### src/rtl/mutation_lane_sequencer.sv
// Sequences one genome through the add-node/add-connection mutation lane:
// fetch -> issue -> capture -> drain of up to three child genes per parent gene.
module mutation_lane_sequencer #(
    parameter int unsigned GENE_SZ = 64,
    parameter int unsigned ATTR_SZ = 8,
    parameter int unsigned ADDR_W  = 10
) (
    input  logic               clk,
    input  logic               rst,
    input  logic               start,
    input  logic               mutate_en,
    input  logic [ATTR_SZ-1:0] genome_id_in,
    input  logic [ADDR_W-1:0]  gene_count,
    input  logic [ADDR_W-1:0]  rd_base,
    input  logic [ADDR_W-1:0]  wr_base,
    input  logic [ATTR_SZ-1:0] init_hidden_max,
    output logic               mem_rd_en,
    output logic [ADDR_W-1:0]  mem_rd_addr,
    input  logic [GENE_SZ-1:0] mem_rd_data,
    output logic               lane_setup,
    output logic               lane_state,
    output logic [GENE_SZ-1:0] lane_gene_in,
    output logic [ATTR_SZ-1:0] lane_genome_id,
    output logic [ATTR_SZ-1:0] lane_global_max,
    input  logic [ATTR_SZ-1:0] lane_hidden_max,
    input  logic [GENE_SZ-1:0] lane_gene1,
    input  logic [GENE_SZ-1:0] lane_gene2,
    input  logic [GENE_SZ-1:0] lane_gene3,
    input  logic [2:0]         lane_valid,
    output logic               wr_en,
    output logic [ADDR_W-1:0]  wr_addr,
    output logic [GENE_SZ-1:0] wr_data,
    input  logic               wr_ready,
    output logic               busy,
    output logic               done,
    output logic [ADDR_W-1:0]  out_count,
    output logic [ATTR_SZ-1:0] hidden_max
);

    typedef enum logic [2:0] {
        IDLE, SETUP, FETCH, ISSUE, CAPTURE, DRAIN, DONE
    } state_t;

    state_t              state, state_next;
    logic [ADDR_W-1:0]   idx;
    logic [ADDR_W-1:0]   count_r;
    logic [ADDR_W-1:0]   rd_base_r;
    logic [ADDR_W-1:0]   wr_base_r;
    logic                mutate_r;
    logic [GENE_SZ-1:0]  slot0, slot1, slot2;
    logic [2:0]          slot_v;
    logic [1:0]          sel;
    logic                pending;
    logic                accept;
    logic [2:0]          remaining;
    logic                last_gene;

    // Lowest-numbered pending slot goes out first.
    always_comb begin
        sel = 2'd2;
        if (slot_v[0])      sel = 2'd0;
        else if (slot_v[1]) sel = 2'd1;
    end

    assign pending   = |slot_v;
    assign accept    = (state == DRAIN) && pending && wr_ready;
    assign remaining = accept ? (slot_v & ~(3'b001 << sel)) : slot_v;
    assign last_gene = (ADDR_W'(idx + ADDR_W'(1)) == count_r);
    assign lane_global_max = hidden_max;

    always_ff @(posedge clk or posedge rst) begin
        if (rst) state <= IDLE;
        else     state <= state_next;
    end

    // Next state and state-decoded lane/memory/write strobes.
    always_comb begin
        state_next   = state;
        mem_rd_en    = 1'b0;
        mem_rd_addr  = '0;
        lane_setup   = 1'b0;
        lane_state   = 1'b0;
        lane_gene_in = '0;
        wr_en        = 1'b0;
        wr_addr      = '0;
        wr_data      = '0;
        done         = 1'b0;
        busy         = (state != IDLE);
        case (state)
            IDLE: if (start) state_next = SETUP;
            SETUP: begin
                lane_setup = 1'b1;
                state_next = (count_r == '0) ? DONE : FETCH;
            end
            FETCH: begin
                mem_rd_en   = 1'b1;
                mem_rd_addr = ADDR_W'(rd_base_r + idx);
                state_next  = ISSUE;
            end
            ISSUE: begin
                lane_gene_in = mem_rd_data;
                lane_state   = mutate_r;
                state_next   = CAPTURE;
            end
            CAPTURE: state_next = DRAIN;
            DRAIN: begin
                wr_en   = pending;
                wr_addr = ADDR_W'(wr_base_r + out_count);
                if (pending) begin
                    case (sel)
                        2'd0:    wr_data = slot0;
                        2'd1:    wr_data = slot1;
                        default: wr_data = slot2;
                    endcase
                end
                if (remaining == 3'b000) state_next = last_gene ? DONE : FETCH;
            end
            DONE: begin
                done       = 1'b1;
                state_next = IDLE;
            end
            default: state_next = IDLE;
        endcase
    end

    // Pass context, capture buffer and running counters.
    always_ff @(posedge clk or posedge rst) begin
        if (rst) begin
            idx            <= '0;
            count_r        <= '0;
            rd_base_r      <= '0;
            wr_base_r      <= '0;
            mutate_r       <= 1'b0;
            lane_genome_id <= '0;
            out_count      <= '0;
            hidden_max     <= '0;
            slot0          <= '0;
            slot1          <= '0;
            slot2          <= '0;
            slot_v         <= '0;
        end else begin
            case (state)
                IDLE: if (start) begin
                    idx            <= '0;
                    count_r        <= gene_count;
                    rd_base_r      <= rd_base;
                    wr_base_r      <= wr_base;
                    mutate_r       <= mutate_en;
                    lane_genome_id <= genome_id_in;
                    out_count      <= '0;
                    hidden_max     <= init_hidden_max;
                end
                CAPTURE: begin
                    slot0      <= lane_gene1;
                    slot1      <= lane_gene2;
                    slot2      <= lane_gene3;
                    slot_v     <= lane_valid;
                    hidden_max <= lane_hidden_max;
                end
                DRAIN: begin
                    slot_v <= remaining;
                    if (accept) out_count <= ADDR_W'(out_count + ADDR_W'(1));
                    if (remaining == 3'b000) idx <= ADDR_W'(idx + ADDR_W'(1));
                end
                default: ;
            endcase
        end
    end

endmodule
### config.mk
export PLATFORM = sky130hd
export DESIGN_NAME = mutation_lane_sequencer
export DESIGN_NICKNAME = d
export VERILOG_FILES = /design/src/rtl/mutation_lane_sequencer.sv
export SDC_FILE = /design/constraint.sdc
export NUM_CORES = 1
export LEC_CHECK = 0
export ABC_AREA = 1
export CORE_MARGIN = 4
export CORE_UTILIZATION = 30
export DETAILED_ROUTE_END_ITERATION = 10
export MAX_ROUTING_LAYER = met4
export PLACE_DENSITY = 0.6
export SLEW_MARGIN = 15
export SYNTH_ARGS = -nofsm -noshare
export SYNTH_HDL_FRONTEND = slang
export SYNTH_SLANG_ARGS = --single-unit
export TNS_END_PERCENT = 50
### constraint.sdc
create_clock -name clk -period 8.6 [get_ports clk]
set_clock_uncertainty 0.15 [all_clocks]
set_input_delay 1.72 -clock clk [delete_from_list [all_inputs] [get_ports clk]]
set_output_delay 1.72 -clock clk [all_outputs]
set_load 0.01 [all_outputs]
ff_map.png
Drawn at 2 px/micron. Other sequential cells in the stronger grey, the rest of the logic in the fainter grey.
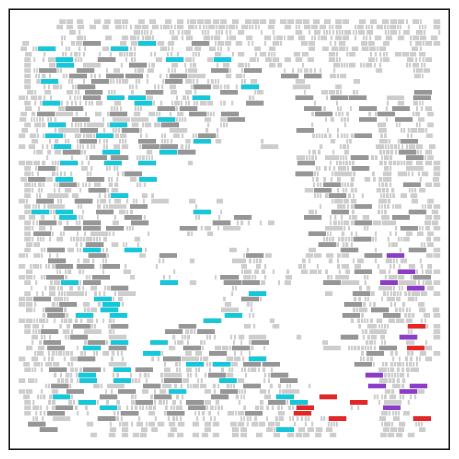
[`slot0`] cyan | placed flops: 64
[`lane_genome_id`] red | placed flops: 8 | where: lower right
[`wr_base_r`] purple | placed flops: 10 | where: lower right
not coloured: 183
Seq area share: 33.2%
Final Core Density: 45.2%
seq pwr: 2.15 mW
Register Area: 6630 sq um

m1.png
Drawn at 1 px/micron.
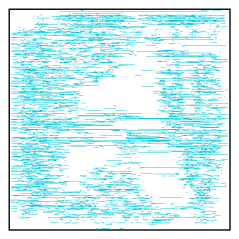
nets with wire on the layer: 2353
longest straight run: 147 microns
share of all routed wire: 44%
main direction: horizontal
wire length on this layer: 22.0 mm
vias: 13200
Post-Route WL: 49600 microns
met1 Use GR: 27.3%

closeup.png
Region (152, 152) to (177, 177) microns. Cells in grey, sequential cells in the stronger grey; small squares are vias.
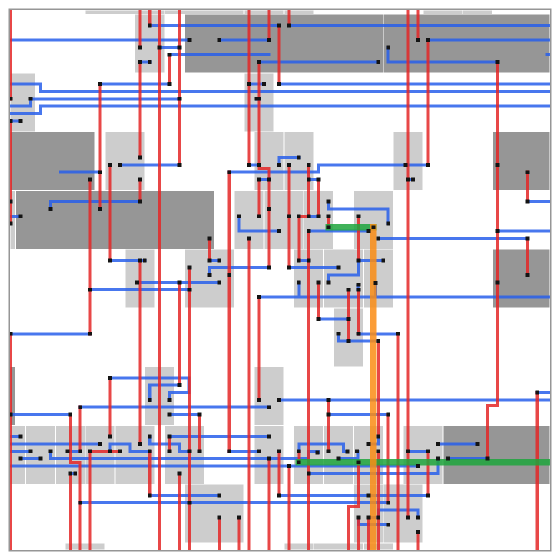
[M4] orange
[M2] red
[M3] green
[M1] blue
sequential cells in the window: 4
most frequent: nand2_1 (16), inv_1 (5), nand3_1 (5)
netlist names of flops here include: `count_r` (3), `idx` (1)
cells with their middle in the window: 36

congestion_map.png
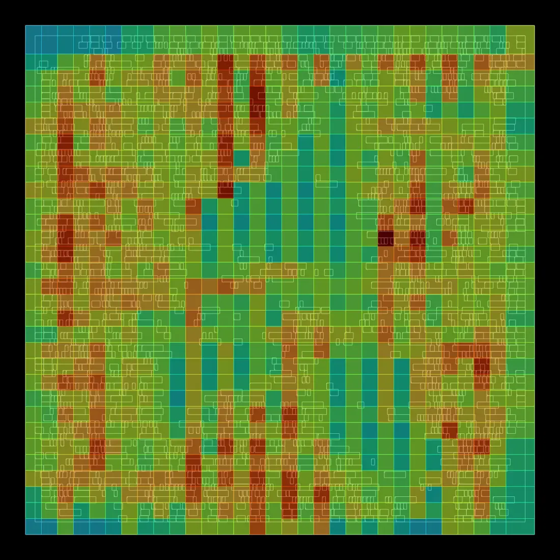
Wirelength per Cell: 17.3 microns
GR Layer Usage met2: 31.2%
All-Layer GR Usage: 20.4%
GR peak layer: met2
global routing met3 resource utilization: 4.90%

==> results.cfg <==
; flow metrics
[grt]
grt_overflow = 0
grt_pass1_vias = 13300
antenna_found_initial = 8
grt_max_degree = 151
grt_pass1_wl_microns = 75100

[power_and_ir_drop]
switching_share_pct = 38.7
sequentialPowerShare_pct = 36.3
p_int_mw = 3.65
p_clk_share_pct = 24.2
combPwrFrac_pct = 39.6
p_leak_nw = 9.36
ir_drop_mv = 0.155
powerDensity_nw_per_um2 = 298

[final_timing]
fin_crit_sh_pct = 68.9
post-route-min-period_ns = 5.92
hold_violations = 0
max-slew-margin-rel_pct = 26.1
setup_tns_ns = 0
setup_viol = 0
max_freq_mhz = 169
rsz0062_at_grt = no
tightest_slew_ns = 1.11
slew_violations = 0

[setup_path]
path_common_cell = nor2_1
critPathArrivalTime_ns = 4.05
cp_max_fo = 37
cp_top_family = buffers and inverters
cp-start-kind = register
crit_path_end_kind = output port
crit_buf_inv = 3
slowest_delay_ns = 0.88
worstPathCellList = buf_4, nor2_4, inv_2, nor2_1, a221oi_1, nor2_1, clkdlybuf4s50_1
path_class = reg -> out
cp_data_required_time_ns = 6.73
slowest_stage = nor2_4

[yosys]
synth.yosys.warnings = 0
syn_inst = 1788
syn_area_per_cell_sq_um = 7.49
fp_nets = 2128
edf_count = 0
synthArstFlopShare_pct = 100
synth_cell_types = 40
topCellsByArea = dfrtp_1 (50%), nand2_1 (20%), inv_1 (5.3%)
yosysTopAreaCellShare_pct = 49.5
syn_area_sq_um = 13400
ys_chip_area_sq_um = 13400
ys_cells = 1788
flop_cell = dfrtp_1

[routing]
routed-wl-met2_microns = 22900
first_pass_iters = 7
wl_met3_microns = 3640
dr.max_layer_used = met4
met1_length_microns = 22000
drc = 0
antenna_left = 0
post_drt_via_cell_ratio = 4.61

[placement]
dp_hpwl_microns = 35600
portBuffers = 505
dpl_cell_area_sq_um = 18800
place_inst = 2797
routabilityCongestion = 0.904

[finish]
nets = 2581
fillers = 4361
stdcell_area_sq_um = 20000
area_growth_pct = 49.1
instances_no_fill = 2865

[floorplanning]
row_count = 77
coreArea_sq_um = 44200
ios = 506
fp_util_pct = 30.3
die_y_microns = 219

[clocking]
postCtsSetupBuffers = 0
clockRootBuffer = clkbuf_16
clk_latency_ns = 0.54
clk_pin_slew_ns = 0.06
cts_hold_buf = 0
numCtsBuffers = 34
cts.sinks = 265
ctsLongestPathBuffers = 3
cts_tree = yes
ctsResizeCount = 0

[worst_hold_path]
worst_hold_path_type = reg -> reg

[status]
outcome = completed

[run]
drv_cap = 0
tool_warnings = 32
cells in the final DEF (no fill, tap or decap), types with 7 or more instances in the layout:
master           netlist  layout
clkbuf_1              50       8
ha_1                  20      20
o21ai_0               98      98
a22oi_1                8       8
a21oi_1               58      58
a221oi_1              15      15
a31oi_1               27      27
o22ai_1               24      24
nand2_1              727     726
inv_1                188     185
buf_4                 12       7
clkdlybuf4s50_1        0     505
diode_2                0       8
nand4_1               10      10
nor2_1               152     151
nand3_1               30      30
xor2_1                 7       7
nor3_1                12      12
clkbuf_16              0      35
dfrtp_1              265     264
metrics by stage:
| stage | power (mW) | setup WS [ns] | hold WS, ns |
|---|---|---|---|
| 6_report | 5.94 | 2.68 | 0.321 |
| 5_1_grt | 6.41 | 2.46 | 0.344 |
| 4_1_cts | 6.01 | 2.68 | 0.327 |
| 3_5_place_dp | 4.53 | 3.24 | 0.312 |
| 3_3_place_gp | 4.50 | 3.31 | 0.305 |
| 2_1_floorplan | 3.57 | 3.23 | 0.296 |
power by group through the flow:
stage                     clock (mW)  sequential [mW]  combinational (mW)
after global routing            1.53             2.22                2.66
after floorplan                    0             2.08                1.48
final                           1.44             2.15                2.35
after CTS                       1.48             2.16                2.38
after global placement             0             2.16                2.34
after detailed placement           0             2.16                2.37
logic make-up after synthesis:
logic type	after synthesis	share of synthesized area, %
flops	265	49.5
buf+inv	292	8.84
xor+xnor	8	0.523
simple gates	950	28.1
fa+ha+maj	22	2.17
compound gates	251	10.9
synth_stat cells, types with 3 or more instances:
cell	count
o21ai_1	4
inv_1	188
xor2_1	7
nor2_4	4
nor2_1	152
clkbuf_1	50
buf_4	12
o211ai_1	3
a221oi_1	15
nor4_1	3
nand4_1	10
ha_1	20
buf_1	9
nand2_4	4
a31oi_1	27
inv_2	5
o21ai_0	98
o21bai_1	3
nand3_1	30
dfrtp_1	265
nand2_1	727
a22oi_1	8
o22ai_2	4
nor3_1	12
a21oi_1	58
nand2_2	4
buf_2	24
o22ai_1	24
final cells by class:
cell class                      count  area (sq um)  area share [%]
Timing Repair Buffer              513          5120            25.6
Antenna cell                        8          20.0           0.100
Clock inverter                     11           126           0.633
Sequential cell                   265          6630            33.2
Tap cell                          592           741            3.71
Inverter                          196           752            3.76
Clock buffer                       49           988            4.95
Multi-Input combinational cell   1231          5590            28.0
sequential cells by signal, summed over array words and instances (netlist names):
name and count:
slot0 64, slot1 64, slot2 64, count_r 10, idx 10, out_count 10, rd_base_r 10, wr_base_r 10
hidden_max 8, lane_genome_id 8, slot_v 3, state 3, mutate_r 1
worst min-delay path, delay by kind of cell (launching register included):
| kind | cells | cell delay [ns] |
|---|---|---|
| DFF | 1 | 0.34 |
| and+or+nand+nor | 2 | 0.10 |
final timing paths:
check                      depth (start not counted)              start                end  slack (ns)
hold / removal                                     2  lane_genome_id[5]  lane_genome_id[5]        0.32
max in group asynchronous                          4                rst          slot1[52]        5.11
setup reg to reg                                  11          slot_v[0]             idx[8]        4.95
setup / recovery                                   7          slot_v[0]        wr_data[51]        2.68
hold reg to reg                                    2  lane_genome_id[5]  lane_genome_id[5]        0.32
min in group asynchronous                          3                rst          slot0[45]        1.62
Power is estimated from default activity; no workload was simulated.
